**config.mk**
```make
export PLATFORM = sky130hd
export DESIGN_NAME = jtbubl_rom_arb_flat
export DESIGN_NICKNAME = d
export VERILOG_FILES = /design/src/rtl/jtbubl_rom_arb_if.sv /design/src/rtl/jtbubl_rom_arb.sv /design/src/flat_wrapper.sv
export SDC_FILE = /design/constraint.sdc
export NUM_CORES = 1
export LEC_CHECK = 0
export ABC_AREA = 1
export CAP_MARGIN = 10
export CORE_UTILIZATION = 30
export CTS_BUF_LIST = sky130_fd_sc_hd__clkbuf_8
export CTS_CLUSTER_SIZE = 20
export DETAILED_ROUTE_END_ITERATION = 10
export HOLD_SLACK_MARGIN = 0.06
export PLACE_DENSITY_LB_ADDON = 0.25
export SLEW_MARGIN = 5
export SYNTH_ARGS = -nofsm -noshare
export SYNTH_HDL_FRONTEND = slang
export SYNTH_SLANG_ARGS = --single-unit
export TNS_END_PERCENT = 10
```
**constraint.sdc**
```tcl
create_clock -name clk -period 3.85 [get_ports clk]
set_clock_uncertainty 0.15 [all_clocks]
set_input_delay 0.9625 -clock clk [delete_from_list [all_inputs] [get_ports clk]]
set_output_delay 0.9625 -clock clk [all_outputs]
set_load 0.05 [all_outputs]
```
**src/rtl/jtbubl_rom_arb_if.sv**
```systemverilog
// jtbubl_rom_arb_if: requester A/B cache ports, SDRAM ROM port and timeout pulse; master = arbiter side, slave = requesters/ROM side
interface jtbubl_rom_arb_if #(
  parameter int AW = 18,
  parameter int DW = 32
);
  logic          a_cs;
  logic [AW-1:0] a_addr;
  logic [DW-1:0] a_data;
  logic          a_ok;
  logic          b_cs;
  logic [AW-1:0] b_addr;
  logic [DW-1:0] b_data;
  logic          b_ok;
  logic [AW-1:0] rom_addr;
  logic          rom_cs;
  logic [DW-1:0] rom_data;
  logic          rom_ok;
  logic          tout;
  modport master (
    input  a_cs, a_addr, b_cs, b_addr, rom_data, rom_ok,
    output a_data, a_ok, b_data, b_ok, rom_addr, rom_cs, tout
  );
  modport slave (
    output a_cs, a_addr, b_cs, b_addr, rom_data, rom_ok,
    input  a_data, a_ok, b_data, b_ok, rom_addr, rom_cs, tout
  );
endinterface

```
**src/rtl/jtbubl_rom_arb.sv**
```systemverilog
// jtbubl_rom_arb: round-robin arbiter of two cached ROM requesters onto one SDRAM port (clk, rst_n, bus: a_*/b_* requests, rom_* port, tout abort pulse)
module jtbubl_rom_arb #(
  parameter int AW   = 18,
  parameter int DW   = 32,
  parameter int TOUT = 64
) (
  input logic              clk,
  input logic              rst_n,
  jtbubl_rom_arb_if.master bus
);
  typedef enum logic [1:0] {IDLE, BUSY_A, BUSY_B, GAP} state_t;
  state_t        st, st_nx;
  logic          a_valid, b_valid, last_b, rom_cs, tout;
  logic [AW-1:0] a_caddr, b_caddr, rom_addr;
  logic [DW-1:0] a_data, b_data;
  logic [7:0]    cnt;
  logic          a_pend, b_pend, grant_b, busy, done, abort;
  assign bus.a_ok     = bus.a_cs & a_valid & (a_caddr == bus.a_addr);
  assign bus.b_ok     = bus.b_cs & b_valid & (b_caddr == bus.b_addr);
  assign bus.a_data   = a_data;
  assign bus.b_data   = b_data;
  assign bus.rom_addr = rom_addr;
  assign bus.rom_cs   = rom_cs;
  assign bus.tout     = tout;
  assign a_pend  = bus.a_cs & ~bus.a_ok;
  assign b_pend  = bus.b_cs & ~bus.b_ok;
  assign grant_b = b_pend & (~a_pend | ~last_b);
  assign busy    = (st == BUSY_A) | (st == BUSY_B);
  assign done    = busy & bus.rom_ok;
  assign abort   = busy & ~bus.rom_ok & (cnt == 8'(TOUT - 1));
  always_comb begin
    st_nx = st;
    if (st == IDLE)
      st_nx = (a_pend | b_pend) ? (grant_b ? BUSY_B : BUSY_A) : IDLE;
    else if (st == GAP)
      st_nx = IDLE;
    else if (done | abort)
      st_nx = GAP;
  end
  always_ff @(posedge clk)
    st <= !rst_n ? IDLE : st_nx;
  always_ff @(posedge clk) begin
    if (!rst_n) begin
      rom_cs   <= 1'b0;
      rom_addr <= '0;
      a_valid  <= 1'b0;
      b_valid  <= 1'b0;
      a_caddr  <= '0;
      b_caddr  <= '0;
      a_data   <= '0;
      b_data   <= '0;
      cnt      <= '0;
      tout     <= 1'b0;
      last_b   <= 1'b1;
    end else begin
      tout <= abort;
      if (busy)
        cnt <= cnt + 8'd1;
      if (st == IDLE && st_nx != IDLE) begin
        rom_addr <= grant_b ? bus.b_addr : bus.a_addr;
        rom_cs   <= 1'b1;
        cnt      <= '0;
      end
      if (done | abort) begin
        rom_cs <= 1'b0;
        last_b <= st == BUSY_B;
      end
      if (done && st == BUSY_A) begin
        a_valid <= 1'b1;
        a_caddr <= rom_addr;
        a_data  <= bus.rom_data;
      end
      if (done && st == BUSY_B) begin
        b_valid <= 1'b1;
        b_caddr <= rom_addr;
        b_data  <= bus.rom_data;
      end
    end
  end
endmodule

```
**src/flat_wrapper.sv**
```systemverilog
// flat-port wrapper written by rule: the top's interface ports become plain ports
module jtbubl_rom_arb_flat 
#(
  parameter int AW   = 18,
  parameter int DW   = 32,
  parameter int TOUT = 64
)
  (clk, rst_n, bus_a_cs, bus_a_addr, bus_b_cs, bus_b_addr, bus_rom_data, bus_rom_ok, bus_a_data, bus_a_ok, bus_b_data, bus_b_ok, bus_rom_addr, bus_rom_cs, bus_tout);
  jtbubl_rom_arb_if #(.AW(AW), .DW(DW)) bus_i ();
  input logic clk;
  input logic rst_n;
  input wire logic [$bits(bus_i.a_cs)-1:0] bus_a_cs;
  input wire logic [$bits(bus_i.a_addr)-1:0] bus_a_addr;
  input wire logic [$bits(bus_i.b_cs)-1:0] bus_b_cs;
  input wire logic [$bits(bus_i.b_addr)-1:0] bus_b_addr;
  input wire logic [$bits(bus_i.rom_data)-1:0] bus_rom_data;
  input wire logic [$bits(bus_i.rom_ok)-1:0] bus_rom_ok;
  output wire logic [$bits(bus_i.a_data)-1:0] bus_a_data;
  output wire logic [$bits(bus_i.a_ok)-1:0] bus_a_ok;
  output wire logic [$bits(bus_i.b_data)-1:0] bus_b_data;
  output wire logic [$bits(bus_i.b_ok)-1:0] bus_b_ok;
  output wire logic [$bits(bus_i.rom_addr)-1:0] bus_rom_addr;
  output wire logic [$bits(bus_i.rom_cs)-1:0] bus_rom_cs;
  output wire logic [$bits(bus_i.tout)-1:0] bus_tout;
  assign bus_i.a_cs = bus_a_cs;
  assign bus_i.a_addr = bus_a_addr;
  assign bus_i.b_cs = bus_b_cs;
  assign bus_i.b_addr = bus_b_addr;
  assign bus_i.rom_data = bus_rom_data;
  assign bus_i.rom_ok = bus_rom_ok;
  assign bus_a_data = bus_i.a_data;
  assign bus_a_ok = bus_i.a_ok;
  assign bus_b_data = bus_i.b_data;
  assign bus_b_ok = bus_i.b_ok;
  assign bus_rom_addr = bus_i.rom_addr;
  assign bus_rom_cs = bus_i.rom_cs;
  assign bus_tout = bus_i.tout;
  jtbubl_rom_arb #(.AW(AW), .DW(DW), .TOUT(TOUT)) u_core (.clk(clk), .rst_n(rst_n), .bus(bus_i));
endmodule
```
Run 1, where the registers sit:
Scale bar: 50 um. Other sequential cells in the stronger grey, the rest of the logic in the fainter grey.
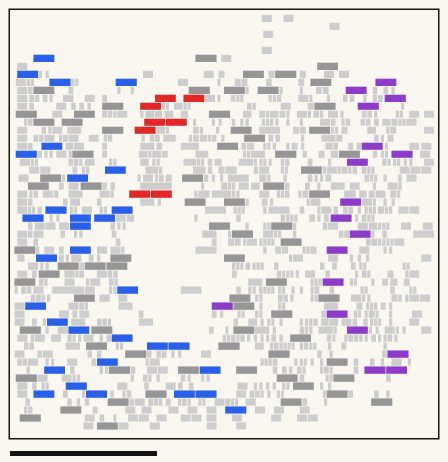
legend:
  `u_core.cnt`:
    colour: red
    flops: 8
  `u_core.bus.a_data`:
    colour: blue
    flops: 32
  `u_core.b_caddr`:
    colour: purple
    flops: 18

Run 1, selected gate families:
Scale bar: 50 um.
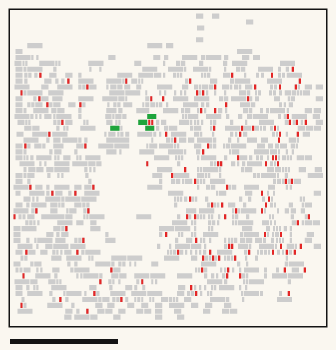
legend:
  adder and majority cells:
    colour: green
    cells: 4
    most_used: ha_1
  inverters:
    colour: red
    cells: 121
    most_used: inv_1

==> flow_summary.ini, run 1 <==
; flow metrics
[synth]
average_cell_area_after_synthesis_sq_um = 7.07
ys_sh_simple = 0.289
top_area_cell = sky130_fd_sc_hd__dfxtp_1
yosys-mux-area-fraction = 0.00162
synth_adder_area_share = 0.00809
synth_seq_share = 0.430
ys_dominant_reg_cell = sky130_fd_sc_hd__dfxtp_1
async_flop_share = 0
synth-seq-cells = 133
mappedNetlistArea_sq_um = 6190
synthesis.nets = 952
netlist-cell-type-count = 37
yosysWarnings = 0

[floorplanning]
fp.dieH_um = 146
fp_util = 0.306
dieArea_sq_um = 21200

[final_layout]
final_nets = 1094
diodes = 0
biggestRegsByFlops = u_core.bus.a_data x32, u_core.bus.b_data x32
synthToLayoutAreaGrowth_pct = 35.4
final.signal_buffer_count = 167
final-comb-area_sq_um = 2830
fill_cells = 2102
final-seq-area_sq_um = 2660
non_clock_inverter_count = 121
clock_network_area_fraction = 0.0466
drive_gt1_frac = 0.107
bufAreaShareNonClock = 0.203

[critical_path]
crit-reg2reg-launch = u_core.st[0]
critical_path_peak_fanout = 3
cp.required_ns = 2.74
timing.rr.end = u_core.bus.rom_addr[1]
cp_delay_by_family_top = simple AND/OR/NAND/NOR gates
max_stage_delay_ns = 0.55
critical_path_slowest_stage_cell = sky130_fd_sc_hd__or4_1
crit_start = bus_b_addr[11]
arrival_ns = 2.64

[final_timing]
timing.final.hold_violations = 0
max_clock_freq_mhz = 267
final-max-slew-violation-count = 0
final.period_utilization = 0.975
max_slew.worst_pin.slew_ns = 0.614
fin_tns_setup_ns = 0

[clock_tree]
cts.repair.resized = 1
clockBufferDepth = 2
postCtsHoldBufs = 0
path_clk_slew_ns = 0.09
h-tree-depth = 4
cts-buffers-inserted = 17
cts_sinks = 133

[drt]
detail_route.drc_violations = 0
via_per_inst = 4.50
wire_per_inst_um = 14.2
drtAntennaViolNets = 0
routed_wl_um = 18500

[hold_path]
holdCritPathClass = flip-flop to flip-flop

[place]
numPortBuffers = 158
pre_cts_slack_ns = -0.0218

[global_routing]
grt_pass1_vias = 5647
grt_max_degree = 74
grt_overflow = 0

[power_and_ir_drop]
static-leakage-power_uw = 0.00340

[run_status]
run_status = complete, no violations

[run]
warnings = 28
Run 1, track usage over the die:
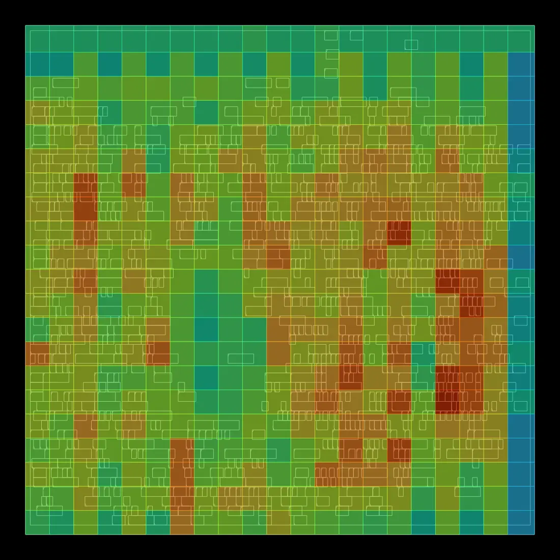
GRT Overall Usage: 0.180
global routing met1 resource utilization: 0.226
utilization of the core after routing: 0.414
GR Util met3: 0.0652
most utilized layer in the global route result: met2

Run 1, metal layers overlaid:
Scale bar: 50 um.
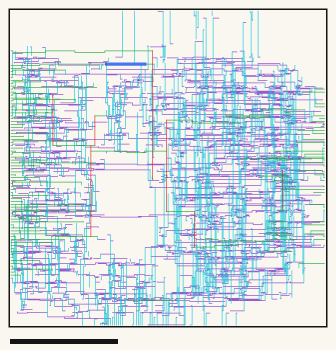
legend:
  metal 4:
    colour: red
    wire_length: 215 um
  metal 5:
    colour: blue
    wire_length: 17.5 um
  metal 2:
    colour: cyan
    wire_length: 8130 um
  metal 3:
    colour: green
    wire_length: 1600 um
  metal 1:
    colour: purple
    wire_length: 8520 um

[run 1: metal layers]
layer  GRT usage  routed length (um)
met2       0.288                8130
met4      0.0532                 214
met3      0.0652                1600
met5           0                  17
met1       0.226                8520
[run 1: stage by stage]
stage,power (uW),hold slack (ns)
final,3900,0.294
after global routing,4110,0.319
after CTS,3960,0.297
after detailed placement,2760,0.285
after global placement,2760,0.280
after floorplan,2370,0.286
[run 1: Yosys cell counts, types with 2 or more instances]
cell	count
sky130_fd_sc_hd__nand2_1	149
sky130_fd_sc_hd__nor2_1	137
sky130_fd_sc_hd__dfxtp_1	133
sky130_fd_sc_hd__inv_1	116
sky130_fd_sc_hd__o21ai_0	100
sky130_fd_sc_hd__a21oi_1	63
sky130_fd_sc_hd__nand3_1	34
sky130_fd_sc_hd__clkbuf_1	31
sky130_fd_sc_hd__nor2_2	23
sky130_fd_sc_hd__nand2_2	16
sky130_fd_sc_hd__nand3_2	13
sky130_fd_sc_hd__nand4_1	7
sky130_fd_sc_hd__buf_6	6
sky130_fd_sc_hd__o21ai_1	6
sky130_fd_sc_hd__xor2_1	6
sky130_fd_sc_hd__inv_2	5
sky130_fd_sc_hd__ha_1	4
sky130_fd_sc_hd__xnor2_1	4
sky130_fd_sc_hd__buf_2	2
sky130_fd_sc_hd__clkbuf_8	2
sky130_fd_sc_hd__nand3b_1	2
[run 1: power breakdown]
part | switching [uW] | total (uW) | internal (uW) | leakage [uW]
logic | 726 | 1120 | 398 | 0.00213
registers | 104 | 1600 | 1490 | 0.00108
clock network | 605 | 1180 | 578 | 0.000190
==> run 2, diff against run 1 <==
==> constraint.sdc (replaced) <==
create_clock -name clk -period 3.3 [get_ports clk]
set_clock_uncertainty 0.15 [all_clocks]
set_input_delay 0.825 -clock clk [delete_from_list [all_inputs] [get_ports clk]]
set_output_delay 0.825 -clock clk [all_outputs]
set_load 0.05 [all_outputs]
Run 2, a small window of the routed layout:
Scale bar: 5 um. Window x 63 to 83, y 92 to 112 um. Cells in grey, sequential cells in the stronger grey; small squares are vias.
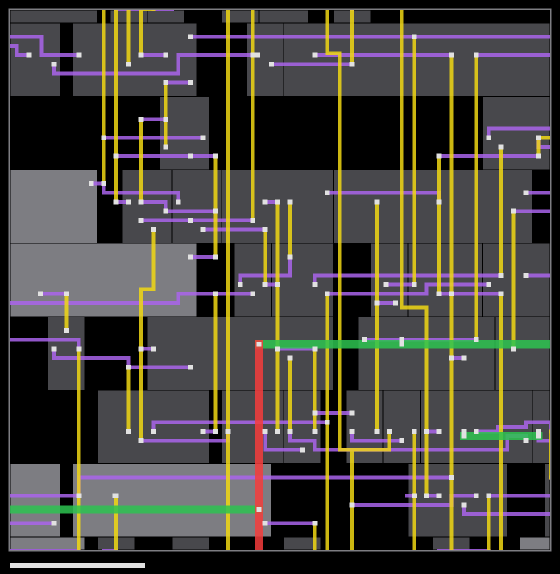
legend:
  metal 2:
    colour: yellow
  metal 1:
    colour: purple
  metal 4:
    colour: red
  metal 3:
    colour: green
sequential cells in the window: 2
cells with their middle in the window: 28
netlist names of flops here include: `u_core.a_valid` (1), `u_core.st` (1)
most frequent: nand2_2 (3)

==> run 2 against run 1 <==
  * Sequential share of layout area is 0.94 points lower
  * Worst hold slack gained 0.0022 ns
  * Highest routed layer unchanged
  * Non-clock buffer count rose by 15
  * Synthesized cell count unchanged
  * Register-to-register slack worse by 0.60 ns
  * Critical path type unchanged
  * First-iteration DRC count fell by 11%
  * Largest cell class unchanged
  * Sequential power rose by 16%
  * Clock power rose by 37%
==> flow_summary.ini, run 2 <==
; flow metrics
[run_status]
run_status = complete, no violations

[floorplanning]
placement_rows = 52
die_width_um = 146
core_box_area_sq_um = 20200
fp.dieH_um = 146
fp_util = 0.306
dieArea_sq_um = 21200

[drt]
vias = 5903
wire_per_inst_um = 14.1
dr.pass1.iters = 5
drtAntennaViolNets = 0
via_per_inst = 4.49
drt_iter0_markers = 262
top_layer_used = met5
met2RoutedLength_um = 8160
detail_route.drc_violations = 0
dr_wl_met3_um = 1580
routed_wl_um = 18600
wl_met1_um = 8580

[final_timing]
final.period_utilization = 0.961
timing.final.hold_violations = 0
final-max-slew-violation-count = 0
fin_hold_ws_ns = 0.296
rsz_0062_raised_after_global_routing = false
max_clock_freq_mhz = 315
final-setup-viol-count = 0
max_slew.worst_pin.slew_ns = 0.577
relSlewSlack = 0.614

[synth]
netlist-cell-type-count = 37
synth_stat.cells = 875
synth_adder_area_share = 0.00809
ys_dominant_reg_cell = sky130_fd_sc_hd__dfxtp_1
synth.logic.top_family = simple AND/OR/NAND/NOR gates
ys_sh_simple = 0.289
synth.cellmix.compoundShare = 0.141
yosys-stat-area_sq_um = 6190
synthesis.nets = 952
synth_dominant_cell_count = sky130_fd_sc_hd__nand2_1
mappedNetlistArea_sq_um = 6190
average_cell_area_after_synthesis_sq_um = 7.07
yosysWarnings = 0
yosys-mux-area-fraction = 0.00162
async_flop_share = 0
synth.cells.most_frequent = sky130_fd_sc_hd__nand2_1 (149), sky130_fd_sc_hd__nor2_1 (137), sky130_fd_sc_hd__dfxtp_1 (133)
synth_seq_share = 0.430
synth.top_cell.area_share = 0.430
synth-seq-cells = 133
synthXorXnorAreaFrac = 0.0141
top_area_cell = sky130_fd_sc_hd__dfxtp_1

[power_and_ir_drop]
vdd_ir_drop_max_uv = 243
post-layout-total-power_uw = 4820
power.share.combinational = 0.278
p_int_uw = 3180
static-leakage-power_uw = 0.00359
p_seq_uw = 1860
power_per_unit_of_standard_cell_area_nw_per_um2 = 559
clk-power_uw = 1620
netSwitchingFraction = 0.340
largestPowerGroup = registers
pwr-share-clk = 0.337
switching_power_uw = 1640
comb_power_uw = 1340
pwr-share-seq = 0.386

[final_layout]
final-seq-area_sq_um = 2660
diodes = 0
final.signal_buffer_count = 182
drive_gt1_frac = 0.126
clockBufferCount = 20
biggestCellCategory = combinational gates
biggestRegsByFlops = u_core.bus.a_data x32, u_core.bus.b_data x32
final-comb-area_sq_um = 2860
final_nets = 1109
ff_count = 133
bufAreaShareNonClock = 0.214
finalInstanceArea_sq_um = 8630
non_clock_inverter_count = 121
instances_no_fill = 1314
comb.multi_input.count = 577
clock_network_area_fraction = 0.0548
area.share.combinational = 0.331
synthToLayoutAreaGrowth_pct = 39.5
fill_cells = 2114
layout_top_cells_excl_fill_tap = sky130_fd_sc_hd__nand2_1 (145), sky130_fd_sc_hd__clkdlybuf4s50_1 (142), sky130_fd_sc_hd__nor2_1 (136)

[global_routing]
grt_overflow = 0
grt_pass1_vias = 5754
antenna_found_initial = 1
globalRouteTotalUtil = 0.182
grt_first_pass_wirelength_um = 30200
globalRouteMet2Util = 0.285
grt-busiest-layer = met2
met3_usage = 0.0727
gr-usage-met1 = 0.232
grt_max_degree = 65

[clock_tree]
cts_tree = yes
cts_sinks = 133
postCtsHoldBufs = 0
cts-buffers-inserted = 17
h-tree-depth = 4
cts.repair.resized = 15
path_clk_slew_ns = 0.07
postCtsSetupRepairBufs = 1
clockBufferDepth = 2

[critical_path]
arrival_ns = 2.20
cp.required_ns = 2.32
reg2reg_setup_slack_ns = 0.75
timing_worst_setup_path_type = input pin to output port
worst_setup_path_start_kind = input pin
critical_path_peak_fanout = 3
worstSetupEndpointType = output port

[place]
place.gp.congestion = 0.925
numPortBuffers = 158
placement.cell_area_sq_um = 8130

[run]
cap_violations = 0
warnings = 28

[hold_path]
holdCritPathClass = flip-flop to flip-flop
Run 2, metal layers overlaid:
Scale bar: 50 um.
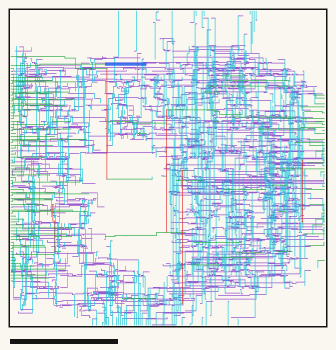
legend:
  metal 4:
    colour: red
    wire_length: 220 um
  metal 5:
    colour: blue
    wire_length: 17.5 um
  metal 2:
    colour: cyan
    wire_length: 8160 um
  metal 3:
    colour: green
    wire_length: 1580 um
  metal 1:
    colour: purple
    wire_length: 8580 um

[run 2: netlist changes by cell type in the layout (fill, tap and decap cells not counted), sizes merged]
| cell | previous run | this run |
|---|---|---|
| clkbuf | 17 | 20 |
| buf | 12 | 27 |
| dlymetal6s2s | 0 | 3 |
| clkinvlp | 4 | 1 |
| inv | 125 | 122 |
| clkdlybuf4s50 | 155 | 142 |
| dlygate4sd2 | 0 | 10 |
| clkinv | 5 | 4 |
| bufinv | 2 | 5 |
[run 2: critical path, cell delays in order]
cell and delay (ns):
sky130_fd_sc_hd__clkdlybuf4s50_1 0.51, sky130_fd_sc_hd__inv_1 0.05, sky130_fd_sc_hd__nand2_1 0.07, sky130_fd_sc_hd__o21ai_1 0.06
sky130_fd_sc_hd__nor2_1 0.16, sky130_fd_sc_hd__nand2_1 0.09, sky130_fd_sc_hd__nor2_2 0.10, sky130_fd_sc_hd__nand3_2 0.11
sky130_fd_sc_hd__inv_2 0.09, sky130_fd_sc_hd__buf_12 0.13
[run 2: final timing paths]
| path | start | endpoint | depth (start not counted) |
|---|---|---|---|
| setup / recovery | bus_a_addr[5] | bus_a_ok | 10 |
| setup reg to reg | u_core.st[0] | u_core.bus.rom_addr[7] | 12 |
| hold reg to reg | u_core.bus.b_data[29] | u_core.bus.b_data[29] | 2 |
| hold / removal | u_core.bus.b_data[29] | u_core.bus.b_data[29] | 2 |
[run 2: per-stage QoR]
| step | setup TNS (ns) | utilization | worst slack, ns |
|---|---|---|---|
| detailed placement | -0.180 | 0.402 | -0.180 |
| global placement | -0.155 | 0.402 | -0.155 |
| floorplan | 0 | - | 0.191 |
| finish | 0 | 0.427 | 0.130 |
| CTS | 0 | 0.426 | 0.0553 |
| global route | 0 | 0.427 | 0.00244 |
==> run 3, diff against run 2 <==
--- a/config.mk
+++ b/config.mk
@@ -5,10 +5,10 @@
 export SDC_FILE = /design/constraint.sdc
 export NUM_CORES = 1
 export LEC_CHECK = 0
-export ABC_AREA = 1
 export CAP_MARGIN = 10
+export CORE_ASPECT_RATIO = 1.1
 export CORE_UTILIZATION = 30
-export CTS_BUF_LIST = sky130_fd_sc_hd__clkbuf_8
+export CTS_BUF_LIST = sky130_fd_sc_hd__clkbuf_2
 export CTS_CLUSTER_SIZE = 20
 export DETAILED_ROUTE_END_ITERATION = 10
 export HOLD_SLACK_MARGIN = 0.06
==> run 3 against run 2 <==
  * Sequential cell count unchanged
  * Routed wire length down 7.6%
  * Via count down 12%
  * The flow now finishes with violations (negative setup slack)
==> flow_summary.ini, run 3 <==
; flow metrics
[run]
cap_violations = 0
warnings = 30

[final_timing]
timing.final.hold_violations = 0
final-setup-viol-count = 1
period_needed_ns = 3.33
rsz_0062_raised_after_global_routing = true
relSlewSlack = 0.609
post-route-worst-setup-slack_ns = -0.0325
fin_tns_setup_ns = -0.0325
final-max-slew-violation-count = 0
fin_hold_ws_ns = 0.323
final.period_utilization = 1.01
max_clock_freq_mhz = 300
max_slew.worst_pin.slew_ns = 0.581

[global_routing]
grt_first_pass_wirelength_um = 27300
grt_max_degree = 58
grt_overflow = 0
globalRouteTotalUtil = 0.181
antenna_found_initial = 1
grt_pass1_vias = 5086

[critical_path]
critical_path_slowest_stage_cell = sky130_fd_sc_hd__clkdlybuf4s50_1
worstSetupEndpointType = output port
critical_path_peak_fanout = 2
critical_path_buf_inv_count = 2
cp.required_ns = 2.32
timing_worst_setup_path_type = input pin to output port
arrival_ns = 2.36
cp_cell_sequence = clkdlybuf4s50_1 > xnor2_1 > nand4_1 > nor4_4 > and2_4 > buf_12
cp_delay_by_family_top = simple AND/OR/NAND/NOR gates
worst_setup_path_start_kind = input pin
max_stage_delay_ns = 0.43

[floorplanning]
placement_rows = 52
core_box_area_sq_um = 18500
fp.dieH_um = 146
die_width_um = 133
dieArea_sq_um = 19500
fp_util = 0.308
io_pins = 159

[run_status]
run_status = finished with violations
failing_checks = negative setup slack

[synth]
synth-seq-cells = 133
number_of_flops_mapped_to_enable_cells_by_yosys = 0
async_flop_share = 0
top_area_cell = sky130_fd_sc_hd__dfxtp_1
topCellsByArea = sky130_fd_sc_hd__dfxtp_1 (47%), sky130_fd_sc_hd__nand2_1 (14%), sky130_fd_sc_hd__a21boi_0 (13%)
ys_dominant_reg_cell = sky130_fd_sc_hd__dfxtp_1
synth_seq_share = 0.468
yosys-mux-area-fraction = 0.00374
yosys-stat-area_sq_um = 5690
synthesis.nets = 754
synth_dominant_cell_count = sky130_fd_sc_hd__nand2_1
synth.top_cell.area_share = 0.468
synth_adder_area_share = 0.00880
ys_sh_simple = 0.204
average_cell_area_after_synthesis_sq_um = 8.40
mappedNetlistArea_sq_um = 5690
synthCells = 677
synthXorXnorAreaFrac = 0.0662
netlist-cell-type-count = 38
synth.cells.most_frequent = sky130_fd_sc_hd__nand2_1 (210), sky130_fd_sc_hd__dfxtp_1 (133), sky130_fd_sc_hd__a21boi_0 (102)
synth.cellmix.compoundShare = 0.210
synth.logic.top_family = AND-OR/OR-AND gates
yosysWarnings = 0
synth_stat.cells = 677

[final_layout]
instances_no_fill = 1096
finalInstanceArea_sq_um = 8020
fill_cells = 1915
synthToLayoutAreaGrowth_pct = 41.0
final_nets = 916
drive_gt1_frac = 0.0986
final-comb-area_sq_um = 2860
layout_top_cell_excl_fill_tap = sky130_fd_sc_hd__nand2_1
biggestRegsByFlops = u_core.bus.a_data x32, u_core.bus.b_data x32
layout_top_cells_excl_fill_tap = sky130_fd_sc_hd__nand2_1 (209), sky130_fd_sc_hd__clkdlybuf4s50_1 (147), sky130_fd_sc_hd__dfxtp_1 (132)

[clock_tree]
cts-buffers-inserted = 17
cts_tree = yes
h-tree-depth = 4
postCtsHoldBufs = 0
path_clk_slew_ns = 0.17
clockBufferDepth = 2
cts_root_buffer = sky130_fd_sc_hd__clkbuf_2
worst_skew_pair.late_latency_ns = 0.68
cts_sinks = 133

[place]
placement.cell_area_sq_um = 7730
numPortBuffers = 158
dp_hpwl_um = 11800
pre_cts_slack_ns = -0.341
placedCellCount = 1062
place.gp.congestion = 0.745

[drt]
drt_iter0_markers = 328
routed_wl_um = 17200
via_per_inst = 4.72
dr.pass1.iters = 4
detail_route.drc_violations = 0
wire_per_inst_um = 15.6
vias = 5169
drtAntennaViolNets = 0

[power_and_ir_drop]
vdd_ir_drop_max_uv = 235
post-layout-total-power_uw = 3620
static-leakage-power_uw = 0.00285
power_per_unit_of_standard_cell_area_nw_per_um2 = 452

[hold_path]
holdCritPathClass = flip-flop to flip-flop
## run 3: final cells by class
| type | count | share of cell area |
|---|---|---|
| sequential | 133 | 0.332 |
| clock inverter | 15 | 0.0204 |
| clock buffer | 17 | 0.0106 |
| timing repair buffer | 192 | 0.239 |
| multi-input combinational | 490 | 0.357 |
| tap | 243 | 0.0379 |
| inverter | 5 | 0.00234 |
| antenna | 1 | 0.000312 |
## run 3: final timing paths
check,endpoint,slack [ns],start,cells past startpoint
max reg2reg,u_core.last_b,0.92,u_core.st[1],8
min reg2reg,u_core.bus.b_data[10],0.32,u_core.bus.b_data[10],2
max,bus_a_ok,-0.03,bus_a_addr[14],6
min,u_core.bus.b_data[10],0.32,u_core.bus.b_data[10],2
## run 3: cells by family after synthesis
| kind of cell | after synthesis |
|---|---|
| AND-OR/OR-AND | 169 |
| XOR/XNOR | 43 |
| multiplexers | 2 |
| adder cells (fa/ha/maj) | 4 |
| AND/OR/NAND/NOR | 272 |
| buffers and inverters | 54 |
| flip-flops | 133 |
## run 3: per-layer routing
metal	wire length, um	vias up	global-route usage
met5	0	-	0
met4	311	0	0.0705
met3	1320	18	0.0590
met2	8080	149	0.295
met1	7440	2377	0.220
li1	-	2625	-
## run 3: what timing repair did
item / in CTS / in global routing
buffers inserted: 1 / 0
hold endpoints to repair: 0 / 0
setup endpoints to repair: 2 / 2
gates resized: 15 / 1
pin swaps: 3 / 1
## run 3: power by group
| part | switching (uW) | leakage [uW] | internal, uW |
|---|---|---|---|
| logic | 510 | 0.00162 | 331 |
| clock network | 618 | 0.000150 | 414 |
| registers | 66.2 | 0.00108 | 1690 |
Run 3, selected gate families:
Scale bar: 50 um.
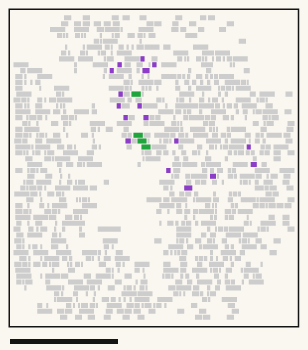
legend:
  AND and OR gates:
    colour: purple
    cells: 17
    most_used: and3_1
  adder and majority cells:
    colour: green
    cells: 4
    most_used: ha_1
    where: middle

Run 3, where the registers sit:
Scale bar: 50 um. Other sequential cells in the stronger grey, the rest of the logic in the fainter grey.
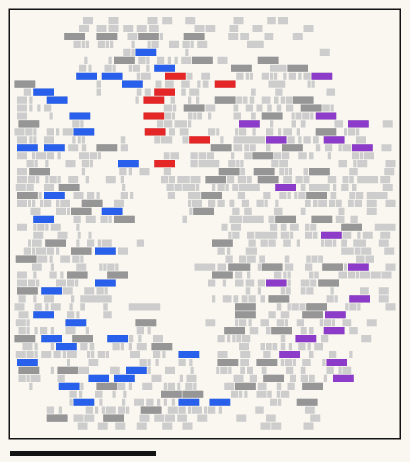
utilization of the core after routing: 0.434
area of all sequential standard cells: 2660 sq um

Power figures rest on the tool's default switching activity, not on a simulated workload.
